===== config.mk =====
export PLATFORM = sky130hd
export DESIGN_NAME = redundant_sum_resolver
export DESIGN_NICKNAME = d
export VERILOG_FILES = /design/src/rtl/redundant_sum_resolver_pkg.sv /design/src/rtl/redundant_sum_resolver_segment_carry_stage.sv /design/src/rtl/redundant_sum_resolver.sv
export SDC_FILE = /design/constraint.sdc
export NUM_CORES = 1
export LEC_CHECK = 0
export CAP_MARGIN = 20
export CORE_ASPECT_RATIO = 0.5
export CORE_MARGIN = 2
export CORE_UTILIZATION = 50
export CTS_CLUSTER_DIAMETER = 30
export DETAILED_ROUTE_END_ITERATION = 8
export GPL_TIMING_DRIVEN = 0
export PLACE_DENSITY = 0.78
export SETUP_SLACK_MARGIN = 0.1
export SLEW_MARGIN = 20
export SYNTH_ARGS = -nofsm -noshare
export SYNTH_HDL_FRONTEND = slang
export SYNTH_SLANG_ARGS = --single-unit

===== constraint.sdc =====
create_clock -name clk -period 2 [get_ports clk]
set_input_delay 0.6 -clock clk [delete_from_list [all_inputs] [get_ports clk]]
set_output_delay 0.6 -clock clk [all_outputs]
set_load 0.05 [all_outputs]

===== src/rtl/redundant_sum_resolver_pkg.sv =====
// Shared sizing helpers for the segmented carry-propagate resolver.
// Segment count and the width of the (possibly narrower) top segment.
package resolver_pkg;

  function automatic int seg_count(input int out_len, input int seg_len);
    return (out_len + seg_len - 32'sd1) / seg_len;
  endfunction

  function automatic int last_seg_len(input int out_len, input int seg_len);
    return out_len - (seg_count(out_len, seg_len) - 32'sd1) * seg_len;
  endfunction

endpackage


===== src/rtl/redundant_sum_resolver_segment_carry_stage.sv =====
// One carry-resolve pipeline stage: adds segment SEG_IDX of s/c plus the
// incoming carry, and forwards the operand vectors and resolved bits onward.
module segment_carry_stage #(
  parameter int OUT_LEN = 25,
  parameter int SEG_LEN = 8,
  parameter int SEG_IDX = 0,
  parameter int SEG_W   = 8
) (
  input  logic               clk,
  input  logic               rst_n,
  input  logic               adv,
  input  logic               v_in,
  input  logic               carry_in,
  input  logic [OUT_LEN-1:0] s_in,
  input  logic [OUT_LEN-1:0] c_in,
  input  logic [OUT_LEN-1:0] res_in,
  output logic               v_out,
  output logic               carry_out,
  output logic [OUT_LEN-1:0] s_out,
  output logic [OUT_LEN-1:0] c_out,
  output logic [OUT_LEN-1:0] res_out
);

  localparam int LO = SEG_IDX * SEG_LEN;

  logic [SEG_W:0]       seg_sum_s;
  logic [OUT_LEN-1:0]   res_next_s;
  logic                 v_r;
  logic                 carry_r;
  logic [OUT_LEN-1:0]   s_r;
  logic [OUT_LEN-1:0]   c_r;
  logic [OUT_LEN-1:0]   res_r;

  // Segment add; lower resolved bits pass through, this segment is replaced.
  always_comb begin
    seg_sum_s = {1'b0, s_in[LO +: SEG_W]} + {1'b0, c_in[LO +: SEG_W]}
              + {{SEG_W{1'b0}}, carry_in};
    res_next_s = res_in;
    res_next_s[LO +: SEG_W] = seg_sum_s[SEG_W-1:0];
  end

  // Stage register: all fields advance together or hold together.
  always_ff @(posedge clk or negedge rst_n) begin
    if (!rst_n) begin
      v_r     <= 1'b0;
      carry_r <= 1'b0;
      s_r     <= '0;
      c_r     <= '0;
      res_r   <= '0;
    end else if (adv) begin
      v_r     <= v_in;
      carry_r <= seg_sum_s[SEG_W];
      s_r     <= s_in;
      c_r     <= c_in;
      res_r   <= res_next_s;
    end else begin
      v_r     <= v_r;
      carry_r <= carry_r;
      s_r     <= s_r;
      c_r     <= c_r;
      res_r   <= res_r;
    end
  end

  assign v_out     = v_r;
  assign carry_out = carry_r;
  assign s_out     = s_r;
  assign c_out     = c_r;
  assign res_out   = res_r;

endmodule


===== src/rtl/redundant_sum_resolver.sv =====
// Resolves the compressor tree's three redundant vectors into a binary sum:
// one 3:2 CSA stage, then a segmented carry chain, one segment per cycle.
module redundant_sum_resolver
  import resolver_pkg::*;
#(
  parameter int BIT_LEN = 23,
  parameter int SEG_LEN = 8
) (
  input  logic                 clk,
  input  logic                 rst_n,
  input  logic                 in_valid,
  output logic                 in_ready,
  input  logic [BIT_LEN-1:0]   C1,
  input  logic [BIT_LEN-1:0]   C,
  input  logic [BIT_LEN-1:0]   S,
  output logic                 out_valid,
  input  logic                 out_ready,
  output logic [BIT_LEN+1:0]   sum
);

  localparam int OUT_LEN = BIT_LEN + 2;
  localparam int NUM_SEG = seg_count(OUT_LEN, SEG_LEN);
  localparam int LAST_W  = last_seg_len(OUT_LEN, SEG_LEN);

  logic               adv_s;
  logic [BIT_LEN-1:0] xor_s;
  logic [BIT_LEN-1:0] maj_s;
  logic               v0_r;
  logic [OUT_LEN-1:0] s0_r;
  logic [OUT_LEN-1:0] c0_r;

  logic               v_pipe_s     [0:NUM_SEG];
  logic               carry_pipe_s [0:NUM_SEG];
  logic [OUT_LEN-1:0] s_pipe_s     [0:NUM_SEG];
  logic [OUT_LEN-1:0] c_pipe_s     [0:NUM_SEG];
  logic [OUT_LEN-1:0] res_pipe_s   [0:NUM_SEG];
  logic               unused_s;

  // Whole pipe moves in lockstep; a held output freezes every stage.
  assign adv_s    = !out_valid || out_ready;
  assign in_ready = adv_s;

  // 3:2 reduction of the incoming triple.
  always_comb begin
    xor_s = C1 ^ C ^ S;
    maj_s = (C1 & C) | (C1 & S) | (C & S);
  end

  // CSA stage register; a cycle without in_valid loads a bubble.
  always_ff @(posedge clk or negedge rst_n) begin
    if (!rst_n) begin
      v0_r <= 1'b0;
      s0_r <= '0;
      c0_r <= '0;
    end else if (adv_s) begin
      v0_r <= in_valid;
      s0_r <= {2'b00, xor_s};
      c0_r <= {1'b0, maj_s, 1'b0};
    end else begin
      v0_r <= v0_r;
      s0_r <= s0_r;
      c0_r <= c0_r;
    end
  end

  assign v_pipe_s[0]     = v0_r;
  assign carry_pipe_s[0] = 1'b0;
  assign s_pipe_s[0]     = s0_r;
  assign c_pipe_s[0]     = c0_r;
  assign res_pipe_s[0]   = '0;

  for (genvar k = 0; k < NUM_SEG; k++) begin : g_seg
    localparam int W = (k == NUM_SEG - 1) ? LAST_W : SEG_LEN;
    segment_carry_stage #(
      .OUT_LEN(OUT_LEN),
      .SEG_LEN(SEG_LEN),
      .SEG_IDX(k),
      .SEG_W  (W)
    ) u_stage (
      .clk      (clk),
      .rst_n    (rst_n),
      .adv      (adv_s),
      .v_in     (v_pipe_s[k]),
      .carry_in (carry_pipe_s[k]),
      .s_in     (s_pipe_s[k]),
      .c_in     (c_pipe_s[k]),
      .res_in   (res_pipe_s[k]),
      .v_out    (v_pipe_s[k+1]),
      .carry_out(carry_pipe_s[k+1]),
      .s_out    (s_pipe_s[k+1]),
      .c_out    (c_pipe_s[k+1]),
      .res_out  (res_pipe_s[k+1])
    );
  end

  // The top carry-out is always 0 and the forwarded operands are spent here.
  assign unused_s = ^{carry_pipe_s[NUM_SEG], s_pipe_s[NUM_SEG], c_pipe_s[NUM_SEG]};

  assign out_valid = v_pipe_s[NUM_SEG];
  assign sum       = res_pipe_s[NUM_SEG];

endmodule


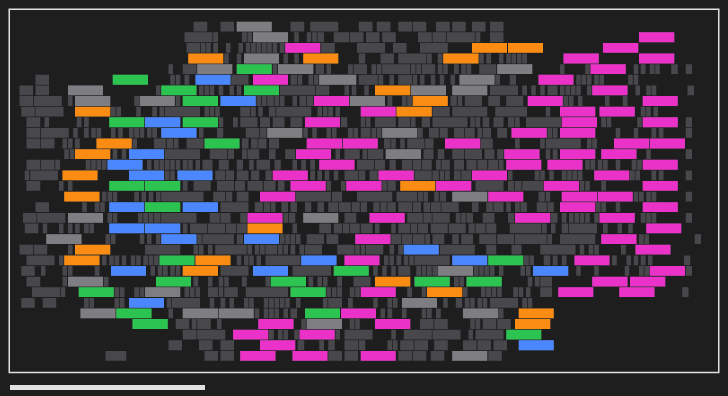
Figure 1: sequential cells coloured by netlist name.
The bar under the picture is 50 µm long. Other sequential cells in the stronger grey, the rest of the logic in the fainter grey.
colour	signal	flops
magenta	g_seg.u_stage.res_out	73
green	g_seg.u_stage.c_out	24
orange	s0_r	23
blue	g_seg.u_stage.s_out	22

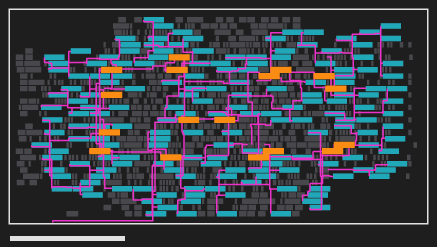
Figure 2: clock distribution.
The bar under the picture is 50 µm long.
[magenta] clock wires | length: 2040 µm
[orange] clock drivers | count: 17
[cyan] flip-flops | count: 173
flops lie	all over the die
routed clock nets	18

==> flow_metrics.env <==
# source this file to load flow results
export IMPL_maxCapViolations=0
export IMPL_setup_viol=4
export IMPL_switching_share_pct=41.58
export IMPL_fin_ws_ns=-0.1641
export IMPL_grt_overflow=0
export IMPL_violations="setup timing"
export IMPL_adder_share_pct=10.31
export IMPL_largest_reg_flops=73
export IMPL_drtAntennaViolNets=0
export IMPL_rsz0062_at_grt="true"
export IMPL_synthesis_area_mm2=0.007861
export IMPL_met1_length_um=8012
export IMPL_grt_busiest_layer="met2"
export IMPL_ys_flops=173
export IMPL_clockRootBuffer="clkbuf_16"
export IMPL_run_status="finished with violations"
export IMPL_postSynthCellCount=850
export IMPL_powerSeq_mw=6.05
export IMPL_hold_slack_ns=0.1995
export IMPL_max_vdd_ir_drop_uv=1020
export IMPL_antenna_found_initial=0
export IMPL_viasPerCell=5.143
export IMPL_wl_met2_um=8791
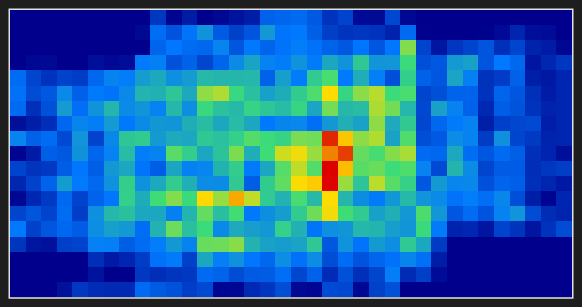
Figure 3: wiring heat map.
The die is cut into 36 by 19 equal tiles; dark blue is low, red is high, scaled to the fullest tile. Values are wire area over tile area, all layers added.
fullest tile	0.71
mean over tiles	0.17
nearly empty tiles	16%
tiles over half the peak	9.6%
densest ninth of the die	centre
Routed WL: 18140 µm
GRT Overall Usage: 23.05%
via count: 6172

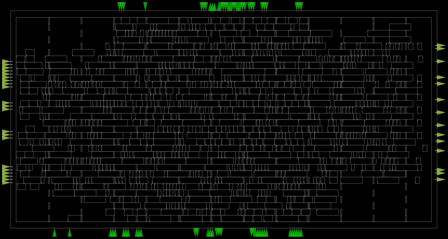
Figure 4: cell outlines without signal wires.
Layout Cells excl Fill: 1200
core area: 0.01537 mm²
Seq area share: 43.82%

